`src/rtl/entrada_antirrebote_pkg.sv`:
```
// -----------------------------------------------------------------------------
// entrada_antirrebote_pkg
//
// Shared definitions for the EDU-CIAA input conditioning blocks.
//
//   estado_t          : debounce FSM state encoding, shared by every input
//                       block built on the same debounce scheme.
//   aplicar_polaridad : maps a raw pin level onto "1 = pressed/active".
// -----------------------------------------------------------------------------
package entrada_antirrebote_pkg;

   // Debounce FSM states. The four encodings fill the 2-bit space, so the
   // state register can never hold a value outside this list.
   typedef enum logic [1:0] {
      ST_LOW       = 2'd0,
      ST_WAIT_HIGH = 2'd1,
      ST_HIGH      = 2'd2,
      ST_WAIT_LOW  = 2'd3
   } estado_t;

   // Returns the active-high view of a pin. Buttons wired to ground with a
   // pull-up read 0 when pressed, so they are inverted here.
   function automatic logic aplicar_polaridad(input logic activo_bajo,
                                              input logic nivel);
      logic resultado;
      if (activo_bajo) begin
         resultado = ~nivel;
      end else begin
         resultado = nivel;
      end
      return resultado;
   endfunction

endpackage

```
`src/rtl/entrada_antirrebote_sincronizador.sv`:
```
// -----------------------------------------------------------------------------
// sincronizador
//
// Two-flop synchronizer that brings an asynchronous pin level into the clk
// domain. Only the second flop is visible outside; the first flop may go
// metastable and must not feed any other logic.
//
// Ports:
//   clk   : destination clock
//   reset : asynchronous, active-low reset (both flops clear to 0)
//   d     : asynchronous input level
//   q     : synchronized level, two clk edges behind d
// -----------------------------------------------------------------------------
module sincronizador (
   input  logic clk,
   input  logic reset,
   input  logic d,
   output logic q
);

   logic s1_r;
   logic s2_r;

   // Two-stage shift of the asynchronous level into the clock domain.
   always_ff @(posedge clk or negedge reset) begin
      if (!reset) begin
         s1_r <= 1'b0;
         s2_r <= 1'b0;
      end else begin
         s1_r <= d;
         s2_r <= s1_r;
      end
   end

   assign q = s2_r;

endmodule

```
`src/rtl/entrada_antirrebote.sv`:
```
// -----------------------------------------------------------------------------
// entrada_antirrebote
//
// Input conditioner for a bouncy push-button / switch pin. The raw pin is
// polarity-corrected, synchronized with a 2-FF synchronizer and then
// debounced: a new level is accepted only after it has been seen on the
// synchronized signal for STABLE_CYCLES consecutive cycles. The clean level
// drives the sequence detector's w input.
//
// Parameters:
//   STABLE_CYCLES : consecutive synchronized cycles a new level must hold
//                   (>= 2). Default is 10 ms at 12 MHz.
//   ACTIVE_LOW    : 1 = pin reads 0 when pressed (inverted at the input),
//                   0 = pin used as-is.
//
// Ports:
//   clk     : system clock
//   reset   : asynchronous, active-low reset
//   btn_raw : raw asynchronous pin level
//   w       : debounced level, 1 = pressed/active (registered)
//   rise    : one-cycle strobe on the cycle w goes 0->1 (registered)
//   fall    : one-cycle strobe on the cycle w goes 1->0 (registered)
//
// Timing: with the input stable before sampling edge E0, w changes right
// after edge E0+STABLE_CYCLES+1 (two synchronizer edges plus STABLE_CYCLES
// counting edges, the first counting edge shared with the second sync edge).
// -----------------------------------------------------------------------------
module entrada_antirrebote
   import entrada_antirrebote_pkg::*;
#(
   parameter int STABLE_CYCLES = 120000,
   parameter bit ACTIVE_LOW    = 1'b1
) (
   input  logic clk,
   input  logic reset,
   input  logic btn_raw,
   output logic w,
   output logic rise,
   output logic fall
);

   // Counter width is derived from STABLE_CYCLES and is not meant to be set
   // from outside.
   localparam int CNT_W = $clog2(STABLE_CYCLES + 1);

   localparam logic [CNT_W-1:0] CNT_CERO = {CNT_W{1'b0}};
   localparam logic [CNT_W-1:0] CNT_UNO  = {{(CNT_W-1){1'b0}}, 1'b1};
   // Last count value before the new level is accepted; the counter is
   // cleared on acceptance, so it never exceeds this value.
   localparam logic [CNT_W-1:0] CNT_FIN  = CNT_W'(STABLE_CYCLES - 1);

   logic             btn_in_s;
   logic             s2_s;
   estado_t          estado_r;
   logic [CNT_W-1:0] cnt_r;
   logic             w_r;
   logic             rise_r;
   logic             fall_r;

   assign btn_in_s = aplicar_polaridad(ACTIVE_LOW, btn_raw);

   sincronizador u_sincronizador (
      .clk   (clk),
      .reset (reset),
      .d     (btn_in_s),
      .q     (s2_s)
   );

   // Debounce FSM with stability counter; all outputs are registered here.
   always_ff @(posedge clk or negedge reset) begin
      if (!reset) begin
         estado_r <= ST_LOW;
         cnt_r    <= CNT_CERO;
         w_r      <= 1'b0;
         rise_r   <= 1'b0;
         fall_r   <= 1'b0;
      end else begin
         // Strobes are single-cycle: cleared every cycle unless a level
         // change is accepted on this edge.
         rise_r <= 1'b0;
         fall_r <= 1'b0;
         case (estado_r)
            ST_LOW: begin
               w_r <= 1'b0;
               if (s2_s) begin
                  // First sample of the new level already counts as one.
                  estado_r <= ST_WAIT_HIGH;
                  cnt_r    <= CNT_UNO;
               end else begin
                  cnt_r    <= CNT_CERO;
               end
            end
            ST_WAIT_HIGH: begin
               if (!s2_s) begin
                  // Level fell back before it was stable: glitch rejected.
                  estado_r <= ST_LOW;
                  cnt_r    <= CNT_CERO;
               end else if (cnt_r == CNT_FIN) begin
                  estado_r <= ST_HIGH;
                  cnt_r    <= CNT_CERO;
                  w_r      <= 1'b1;
                  rise_r   <= 1'b1;
               end else begin
                  cnt_r    <= cnt_r + CNT_UNO;
               end
            end
            ST_HIGH: begin
               w_r <= 1'b1;
               if (!s2_s) begin
                  estado_r <= ST_WAIT_LOW;
                  cnt_r    <= CNT_UNO;
               end else begin
                  cnt_r    <= CNT_CERO;
               end
            end
            ST_WAIT_LOW: begin
               if (s2_s) begin
                  estado_r <= ST_HIGH;
                  cnt_r    <= CNT_CERO;
               end else if (cnt_r == CNT_FIN) begin
                  estado_r <= ST_LOW;
                  cnt_r    <= CNT_CERO;
                  w_r      <= 1'b0;
                  fall_r   <= 1'b1;
               end else begin
                  cnt_r    <= cnt_r + CNT_UNO;
               end
            end
            default: begin
               // Corrupted state register: fall back to the idle state.
               estado_r <= ST_LOW;
               cnt_r    <= CNT_CERO;
               w_r      <= 1'b0;
            end
         endcase
      end
   end

   assign w    = w_r;
   assign rise = rise_r;
   assign fall = fall_r;

endmodule

```
`config.mk`:
```
export PLATFORM = sky130hd
export DESIGN_NAME = entrada_antirrebote
export DESIGN_NICKNAME = d
export VERILOG_FILES = /design/src/rtl/entrada_antirrebote_pkg.sv /design/src/rtl/entrada_antirrebote_sincronizador.sv /design/src/rtl/entrada_antirrebote.sv
export SDC_FILE = /design/constraint.sdc
export NUM_CORES = 1
export LEC_CHECK = 0
export CORE_ASPECT_RATIO = 1.1
export CORE_MARGIN = 2
export CORE_UTILIZATION = 58
export CTS_CLUSTER_DIAMETER = 120
export CTS_CLUSTER_SIZE = 12
export DETAILED_ROUTE_END_ITERATION = 10
export PLACE_DENSITY = 0.8
export SYNTH_ARGS = -nofsm -noshare
export SYNTH_HDL_FRONTEND = slang
export SYNTH_SLANG_ARGS = --single-unit
```
`constraint.sdc`:
```
create_clock -name clk -period 2.2 [get_ports clk]
set_input_delay 0.33 -clock clk [delete_from_list [all_inputs] [get_ports clk]]
set_output_delay 0.33 -clock clk [all_outputs]
set_load 0.02 [all_outputs]
```
==> impl_metrics.tcl <==
# place-and-route summary
set metrics [dict create \
    status "finished, final reports clean" \
    met1Wirelength_um 1070 \
    grt_pass1_wl_um 4170 \
    track_usage 0.211 \
    synth_cell_type_count 32 \
    lay_top_cells "24 x dfrtp_1, 18 x nor2_1, 12 x xor2_1, 9 x nand4_1" \
    max_stage_delay_ns 0.58 \
    cp_slowest_cell "or4_4" \
    antenna_found_initial 0 \
    via_per_inst 5.91 \
    setup_tns_ns 0 \
    postCtsHoldBufs 0 \
    num_rows 17 \
    leakagePower_nw 0.604 \
    warning_count 30 \
    synth-edff-count 0 \
    final_layout_size_suffix_gt1_frac 0.122 \
    finalInstanceArea_sq_um 1450 \
    drc 0 \
    instances_no_fill 159 \
    synth_area_sq_um 1300 \
    area_leaders "dfrtp_1 46%, xor2_1 8.1%, ha_1 5.8%" \
    grt_start_max_net_pins 25 \
    synthArstFlopShare 1.00 \
    drv_slew 0 \
    cp_top_family "simple AND/OR/NAND/NOR gates" \
    syn_inst 124 \
    yosysSeqAreaShare 0.463 \
    maxCapViolCount 0 \
    met3_length_um 108 \
    yosys.area_share.xor_xnor 0.0878 \
    required_ns 2.42 \
    yosysChipArea_sq_um 1300 \
    top_cell_area_share 0.463 \
    finalWeightedCongestion 0.828 \
    clock_latency_ns 0.32 \
    power_w 0.00127 \
    fp_util 0.628 \
    cts_root_buf "clkbuf_4" \
    max_freq_mhz 473 \
]
where the power goes:
| group | switching [W] | internal (W) | total, W |
|---|---|---|---|
| clock network | 0.000136 | 0.000184 | 0.000321 |
| registers | 0.0000433 | 0.000484 | 0.000527 |
| logic | 0.000230 | 0.000196 | 0.000426 |
| total | 0.000409 | 0.000864 | 0.00127 |
area by class of cell:
cell class	count	area [sq um]	area share
inverters	6	22.5	0.0155
multi-input cells	88	646	0.446
clock buffers	3	22.5	0.0155
clock inverters	1	30.0	0.0207
repair buffers	9	92.6	0.0639
flip-flops and latches	24	601	0.415
well taps	28	35.0	0.0242
registers in the layout (all words and copies together) (netlist names), named ones only:
register              cells
rise                      1
u_sincronizador.q         1
fall                      1
estado_r                  1
cnt_r                    17
w                         1
u_sincronizador.s1_r      1
**Clock wires, drivers and flops**

Bar = 10 um.
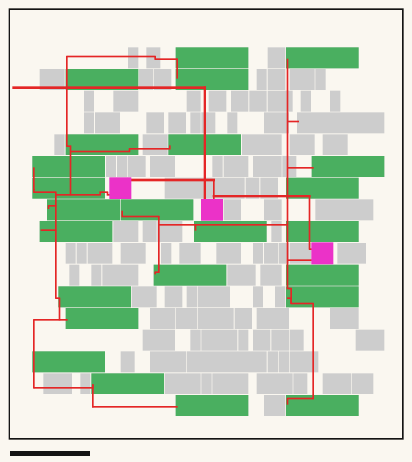
[green] flip-flops | count: 24
[red] clock wires | length: 281 um
[magenta] clock-net drivers | count: 3
flops lie: all over the die

**Floorplan with the power grid**

Bar = 10 um. Pins as bars on the die edge. Tap cells in grey.
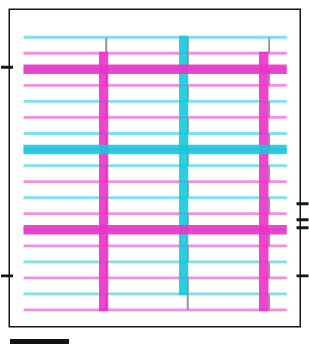
| colour | net |
|---|---|
| magenta | VSS |
| cyan | VDD |
tap cells: 28
signal pins: 6
rows: 17

**Metal layers overlaid**

Bar = 10 um. Only two layers are drawn.
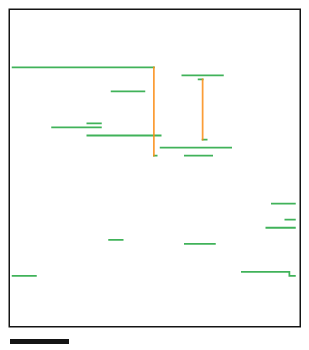
| colour | layer | wire length |
|---|---|---|
| orange | M4 | 25.2 um |
| green | M3 | 109 um |

**Placed cells, one colour a class**

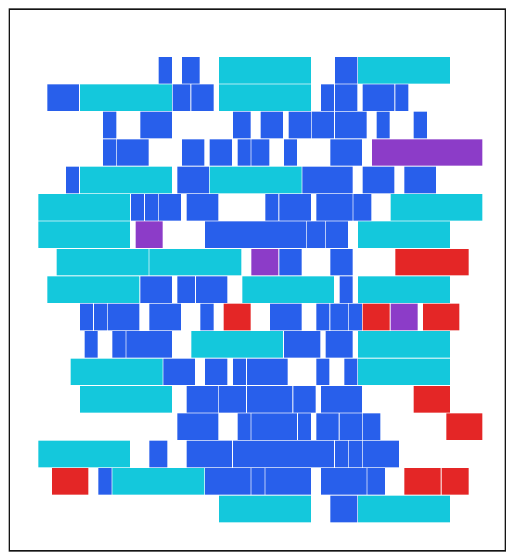
| colour | class | cells | share of their area |
|---|---|---|---|
| cyan | registers | 24 | 42% |
| blue | remaining logic cells | 94 | 47% |
| red | remaining buffers and delay cells | 9 | 6.5% |
| purple | clock drivers and dummy loads | 4 | 3.7% |

Power and IR drop assume default switching activity.
